final_congestion.png
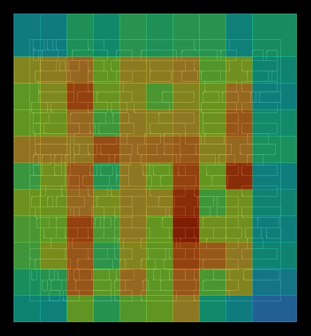
port_nets.png
The bar under the picture is 20 µm long.
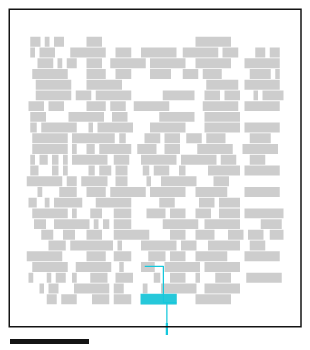
met1.png
Supply wires on this layer in grey. Cells faint in the background.
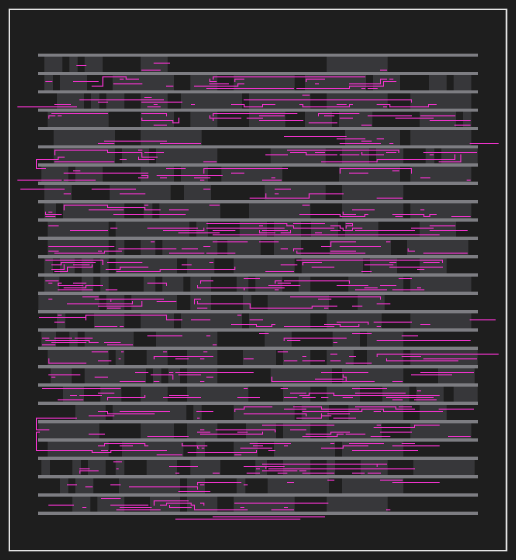
[src/rtl/alu_pkg.sv]
// Shared types for the ALU command driver: function selects,
// sequencer states and the packed {func, a} command word.
package alu_pkg;

  localparam logic [2:0] FN_RCA       = 3'd0;
  localparam logic [2:0] FN_ADD       = 3'd1;
  localparam logic [2:0] FN_XNOR_NAND = 3'd2;
  localparam logic [2:0] FN_ANY       = 3'd3;
  localparam logic [2:0] FN_PATTERN   = 3'd4;
  localparam logic [2:0] FN_CONCAT    = 3'd5;
  localparam logic [2:0] FN_HOLD      = 3'd6;
  localparam logic [2:0] FN_INVALID   = 3'd7;

  typedef enum logic [1:0] {
    ST_IDLE,
    ST_ISSUE,
    ST_WAIT,
    ST_FIN
  } state_e;

  typedef struct packed {
    logic [2:0] func;
    logic [3:0] a;
  } cmd_t;

endpackage

[src/rtl/cmd_fifo.sv]
// Circular command queue, DEPTH x 7 bits, pointers wrap mod DEPTH.
// Ports: push/wdata in, pop/rdata (head) out, count/full/empty.
module cmd_fifo
  import alu_pkg::*;
#(
  parameter int DEPTH = 4
) (
  input  logic                     clock,
  input  logic                     resetn,
  input  logic                     push,
  input  cmd_t                     wdata,
  input  logic                     pop,
  output cmd_t                     rdata,
  output logic [$clog2(DEPTH):0]   count,
  output logic                     full,
  output logic                     empty
);

  localparam int AW = $clog2(DEPTH);
  localparam int CW = AW + 1;

  cmd_t          mem_q [DEPTH];
  cmd_t          mem_d [DEPTH];
  logic [AW-1:0] wptr_q, wptr_d;
  logic [AW-1:0] rptr_q, rptr_d;
  logic [CW-1:0] count_q, count_d;
  logic          push_ok, pop_ok;

  assign full    = (count_q == CW'(DEPTH));
  assign empty   = (count_q == '0);
  assign push_ok = push && !full;
  assign pop_ok  = pop && !empty;
  assign rdata   = mem_q[rptr_q];
  assign count   = count_q;

  always_comb begin
    mem_d   = mem_q;
    wptr_d  = wptr_q;
    rptr_d  = rptr_q;
    count_d = count_q + CW'(push_ok) - CW'(pop_ok);
    if (push_ok) begin
      mem_d[wptr_q] = wdata;
      wptr_d        = wptr_q + AW'(1);
    end
    if (pop_ok) begin
      rptr_d = rptr_q + AW'(1);
    end
  end

  always_ff @(posedge clock or negedge resetn) begin
    if (!resetn) begin
      for (int i = 0; i < DEPTH; i++) begin
        mem_q[i] <= '0;
      end
      wptr_q  <= '0;
      rptr_q  <= '0;
      count_q <= '0;
    end else begin
      mem_q   <= mem_d;
      wptr_q  <= wptr_d;
      rptr_q  <= rptr_d;
      count_q <= count_d;
    end
  end

endmodule

[src/rtl/alu_cmd_driver.sv]
// Queues {func,a} commands, then issues them to the ALU and captures results.
// Ports: clock/resetn, load/cmd_in/start in; alu_* to ALU; alu_result back;
// result_q/count/busy/done/overflow/bad_cmd/checksum status out.
// Macro ALU_DRV_CHECKSUM_EN builds the per-run XOR checksum accumulator.
module alu_cmd_driver
  import alu_pkg::*;
#(
  parameter int DEPTH = 4
) (
  input  logic                   clock,
  input  logic                   resetn,
  input  logic                   load,
  input  logic [6:0]             cmd_in,
  input  logic                   start,
  output logic [2:0]             alu_func,
  output logic [3:0]             alu_a,
  output logic                   alu_valid,
  input  logic [7:0]             alu_result,
  output logic [7:0]             result_q,
  output logic [$clog2(DEPTH):0] count,
  output logic                   busy,
  output logic                   done,
  output logic                   overflow,
  output logic                   bad_cmd,
  output logic [7:0]             checksum
);

  state_e     state_q, state_d;
  logic [2:0] alu_func_q, alu_func_d;
  logic [3:0] alu_a_q, alu_a_d;
  logic       alu_valid_q, alu_valid_d;
  logic [7:0] result_d;
  logic       busy_q, busy_d;
  logic       done_q, done_d;
  logic       overflow_q, overflow_d;
  logic       bad_cmd_q, bad_cmd_d;

  cmd_t cmd_w;
  cmd_t head;
  logic push, pop;
  logic full, empty;
  logic idle;
  logic ck_clr, ck_acc;

  assign cmd_w = cmd_in;
  assign idle  = (state_q == ST_IDLE);
  assign push  = load && idle && (cmd_w.func != FN_INVALID) && !full;

  cmd_fifo #(.DEPTH(DEPTH)) u_fifo (
    .clock  (clock),
    .resetn (resetn),
    .push   (push),
    .wdata  (cmd_w),
    .pop    (pop),
    .rdata  (head),
    .count  (count),
    .full   (full),
    .empty  (empty)
  );

  always_comb begin
    state_d     = state_q;
    alu_func_d  = alu_func_q;
    alu_a_d     = alu_a_q;
    alu_valid_d = 1'b0;
    result_d    = result_q;
    busy_d      = busy_q;
    done_d      = 1'b0;
    overflow_d  = overflow_q;
    bad_cmd_d   = bad_cmd_q;
    pop         = 1'b0;
    ck_clr      = 1'b0;
    ck_acc      = 1'b0;
    unique case (state_q)
      ST_IDLE: begin
        if (load && cmd_w.func == FN_INVALID) begin
          bad_cmd_d = 1'b1;
        end else if (load && full) begin
          overflow_d = 1'b1;
        end
        if (start && !empty) begin
          // Head is popped as ISSUE is entered so alu_* are registered.
          state_d     = ST_ISSUE;
          pop         = 1'b1;
          alu_func_d  = head.func;
          alu_a_d     = head.a;
          alu_valid_d = 1'b1;
          busy_d      = 1'b1;
          ck_clr      = 1'b1;
        end else if (start) begin
          state_d = ST_FIN;
          done_d  = 1'b1;
        end
      end
      ST_ISSUE: begin
        state_d = ST_WAIT;
      end
      ST_WAIT: begin
        result_d = alu_result;
        ck_acc   = 1'b1;
        if (empty) begin
          state_d = ST_FIN;
          done_d  = 1'b1;
          busy_d  = 1'b0;
        end else begin
          state_d     = ST_ISSUE;
          pop         = 1'b1;
          alu_func_d  = head.func;
          alu_a_d     = head.a;
          alu_valid_d = 1'b1;
        end
      end
      ST_FIN: begin
        state_d = ST_IDLE;
        busy_d  = 1'b0;
      end
    endcase
  end

  always_ff @(posedge clock or negedge resetn) begin
    if (!resetn) begin
      state_q     <= ST_IDLE;
      alu_func_q  <= '0;
      alu_a_q     <= '0;
      alu_valid_q <= 1'b0;
      result_q    <= '0;
      busy_q      <= 1'b0;
      done_q      <= 1'b0;
      overflow_q  <= 1'b0;
      bad_cmd_q   <= 1'b0;
    end else begin
      state_q     <= state_d;
      alu_func_q  <= alu_func_d;
      alu_a_q     <= alu_a_d;
      alu_valid_q <= alu_valid_d;
      result_q    <= result_d;
      busy_q      <= busy_d;
      done_q      <= done_d;
      overflow_q  <= overflow_d;
      bad_cmd_q   <= bad_cmd_d;
    end
  end

  assign alu_func  = alu_func_q;
  assign alu_a     = alu_a_q;
  assign alu_valid = alu_valid_q;
  assign busy      = busy_q;
  assign done      = done_q;
  assign overflow  = overflow_q;
  assign bad_cmd   = bad_cmd_q;

`ifdef ALU_DRV_CHECKSUM_EN
  logic [7:0] checksum_q, checksum_d;

  always_comb begin
    checksum_d = checksum_q;
    if (ck_clr) begin
      checksum_d = '0;
    end else if (ck_acc) begin
      checksum_d = checksum_q ^ alu_result;
    end
  end

  always_ff @(posedge clock or negedge resetn) begin
    if (!resetn) begin
      checksum_q <= '0;
    end else begin
      checksum_q <= checksum_d;
    end
  end

  assign checksum = checksum_q;
`else
  logic unused_ck;
  assign unused_ck = ck_clr ^ ck_acc;
  assign checksum  = 8'h00;
`endif

endmodule
[config.mk]
export PLATFORM = sky130hd
export DESIGN_NAME = alu_cmd_driver
export DESIGN_NICKNAME = d
export VERILOG_FILES = /design/src/rtl/alu_pkg.sv /design/src/rtl/cmd_fifo.sv /design/src/rtl/alu_cmd_driver.sv
export SDC_FILE = /design/constraint.sdc
export NUM_CORES = 1
export LEC_CHECK = 0
export CELL_PAD_IN_SITES_DETAIL_PLACEMENT = 1
export CELL_PAD_IN_SITES_GLOBAL_PLACEMENT = 1
export CORE_ASPECT_RATIO = 1.1
export CORE_MARGIN = 4
export CORE_UTILIZATION = 54
export DETAILED_ROUTE_END_ITERATION = 16
export DONT_BUFFER_PORTS = 1
export GPL_TIMING_DRIVEN = 0
export PLACE_DENSITY = 0.82
export SYNTH_ARGS = -nofsm -noshare
export SYNTH_HDL_FRONTEND = slang
export SYNTH_SLANG_ARGS = --single-unit
[constraint.sdc]
create_clock -name clock -period 4.7 [get_ports clock]
set_input_delay 0.47 -clock clock [delete_from_list [all_inputs] [get_ports clock]]
set_output_delay 0.47 -clock clock [all_outputs]
set_load 0.1 [all_outputs]
==> impl_metrics.yaml <==
# yosys + openroad results
sta:
  setup_viol: 0
  hold_viol: 0
  relSlewSlack: 0.355
  rsz0062_at_grt: "false"
  drv_slew: 0
  setup_slack_ns: 1.70
  finalCriticalPeriod_ns: 3.00
  fin_crit_sh: 0.639
  worst_slew_pin_slew_ns: 0.968
  clock_skew_ns: 0.00563
  fmax_mhz: 333
  fin_tns_setup_ns: 0
  hold_ws_ns: 0.288
clock_tree:
  post-cts-setup-buffer-count: 0
  htreeDepth: 3
  max-clock-path-buffers: 2
  cts_tree: "yes"
  numCtsBuffers: 9
  holdBufCountCts: 1
  path_clk_slew_ns: 0.06
  clock.latency.late_pin_ns: 0.33
  cts-root-buf: "clkbuf_8"
  cts_sinks: 57
  ctsResizeCount: 0
setup_path:
  end_kind: "flop"
  start_kind: "flop"
  crit_type: "flop to flop"
  reg2regPathDepth: 9
  r2r_end: "u_fifo.count[2]$_DFF_PN0_"
  cp.arrival_ns: 3.21
  critPathLaunch: "u_fifo.count[0]$_DFF_PN0_"
  required_ns: 4.90
  critPathCapture: "u_fifo.count[2]$_DFF_PN0_"
  critical-path-max-stage-delay_ns: 0.76
  critPathSlowestCell: "dfrtp_1"
  path_cells: "or3_1 > clkbuf_1 > and2_2 > ha_1 > inv_1 > ha_1 > fa_1 > xnor2_1 > xnor2_1"
  r2r_setup_slack_ns: 1.70
  cp_max_fo: 7
  rr_startpoint: "u_fifo.count[0]$_DFF_PN0_"
run_status:
  status: "complete, no violations"
routing:
  drtAntennaViolNets: 0
  wire_per_inst_um: 20.6
  drtIter0Drc: 102
  dr.pass1.iters: 4
  vias: 1362
  finalWirelength_um: 5000
  drt-vias-per-instance: 5.60
  route.detailed.drc: 0
final_layout:
  lay_top_count: "dfrtp_1"
  fin_nets: 212
  n_antenna_cell: 0
  drive_gt1_frac: 0.444
  utilization: 0.649
  final_cell_mix: "57 x dfrtp_1, 37 x mux2_2, 9 x inv_1, 9 x clkbuf_8"
  area_delta_synth_final_pct: 12.9
  fin_area_um2: 2880
  layout.cells.non_filler: 243
floorplanning:
  chipArea_um2: 5900
  fp_util: 0.575
  die_w_um: 73.6
  coreArea_um2: 4440
  pin_count: 50
  core.rowCount: 25
  die_h_um: 80.1
logic_synthesis:
  edf_count: 0
  synth.top_cells.by_area: "dfrtp_1 56%, mux2_2 16%, mux4_2 6.2%"
  top_area_frac: 0.558
  yosys_warnings: 0
  syn-cell-area_um2: 2550
  ys.flops: 57
  async_reset_ff_frac: 1.00
  synth_cell_types: 30
  top_cells_by_count: "57 x dfrtp_1, 37 x mux2_2, 9 x inv_1, 8 x buf_4"
  synth_top_cell_by_count: "dfrtp_1"
  syn_area_per_cell_um2: 15.4
  synthCells: 166
  ys_area_um2: 2550
  ff_type: "dfrtp_1"
  yosys.stat.seqShare: 0.558
  largest_area_cell: "dfrtp_1"
  yosys_cells: 166
placement:
  hpwl_um: 3470
  port_buffers: 0
  place_inst: 227
  dp_slack_ns: 1.73
  gp_congestion: 0.689
  dpl_cell_area_um2: 2650
worst_hold_path:
  min_path_type: "primary input to flop"
  holdPathStages: 1
  hp-start: "cmd_in[3]"
  min_to: "u_fifo.mem_q[24]$_DFFE_PN0P_"
global_routing:
  first_global_vias: 1613
  grt_remaining_overflow: 0
  grt_use_total: 0.198
  antenna_found_initial: 0
  grt_max_degree: 58
  grt_pass1_wl_um: 8520
job:
  tool_warnings: 29
  maxCapViolCount: 0
About final_congestion.png:
met2 usage: 0.324
most used routing layer: met2

About port_nets.png:
cyan -> `bad_cmd`  # bits 1, direction output, edge south, end cells 1, wire 22.6 µm

About met1.png:
main direction = horizontal
longest straight run = 33.6 µm
nets with wire on the layer = 193
wire length on this layer = 2,010 µm
share of all routed wire = 40%

## sequential cells by signal, summed over array words and instances, names as in the netlist
name,cells
result_q,8
u_fifo.count,3
u_fifo.mem_q,28
bad_cmd,1
state_q,2
u_fifo.wptr_q,2
alu_func,3
alu_valid,1
busy,1
overflow,1
alu_a,4
u_fifo.rptr_q,2
done,1
## critical path, delay by kind of cell, from the launching register on
family / cells / cell delay, ns
XOR/XNOR: 2 / 0.31
adder cells (fa/ha/maj): 3 / 0.86
buffers and inverters: 2 / 0.23
flip-flops: 1 / 0.76
AND/OR/NAND/NOR: 2 / 0.72
## cell type report
| class | instances | area [µm²] |
|---|---|---|
| fillers | 407 | 1560 |
| multi-input cells | 93 | 1020 |
| flip-flops and latches | 57 | 1430 |
| clock buffers | 10 | 128 |
| well taps | 54 | 67.6 |
| repair buffers | 2 | 37.5 |
| clock inverters | 4 | 70.1 |
| plain buffers | 14 | 98.8 |
| inverters | 9 | 33.8 |
## logic make-up (layout without fill, tap and decap cells)
family                     count (synthesis)  after routing  share of synthesized area
AOI/OAI and AO/OA                          6              6                     0.0157
xor gates and xnor gates                   5              5                     0.0171
adders and majority gates                  7              7                     0.0372
buffers and inverters                     23             39                     0.0519
DFF                                       57             57                      0.558
muxes                                     51             51                      0.266
other                                      1              8                    0.00147
and+or+nand+nor                           16             16                     0.0524
## per-layer routing
metal	vias to the layer above	routed length, µm	track usage
li1	604	-	-
met1	712	2010	0.238
met2	41	2610	0.324
met3	5	326	0.0726
met4	0	48	0.0707
met5	-	0	0
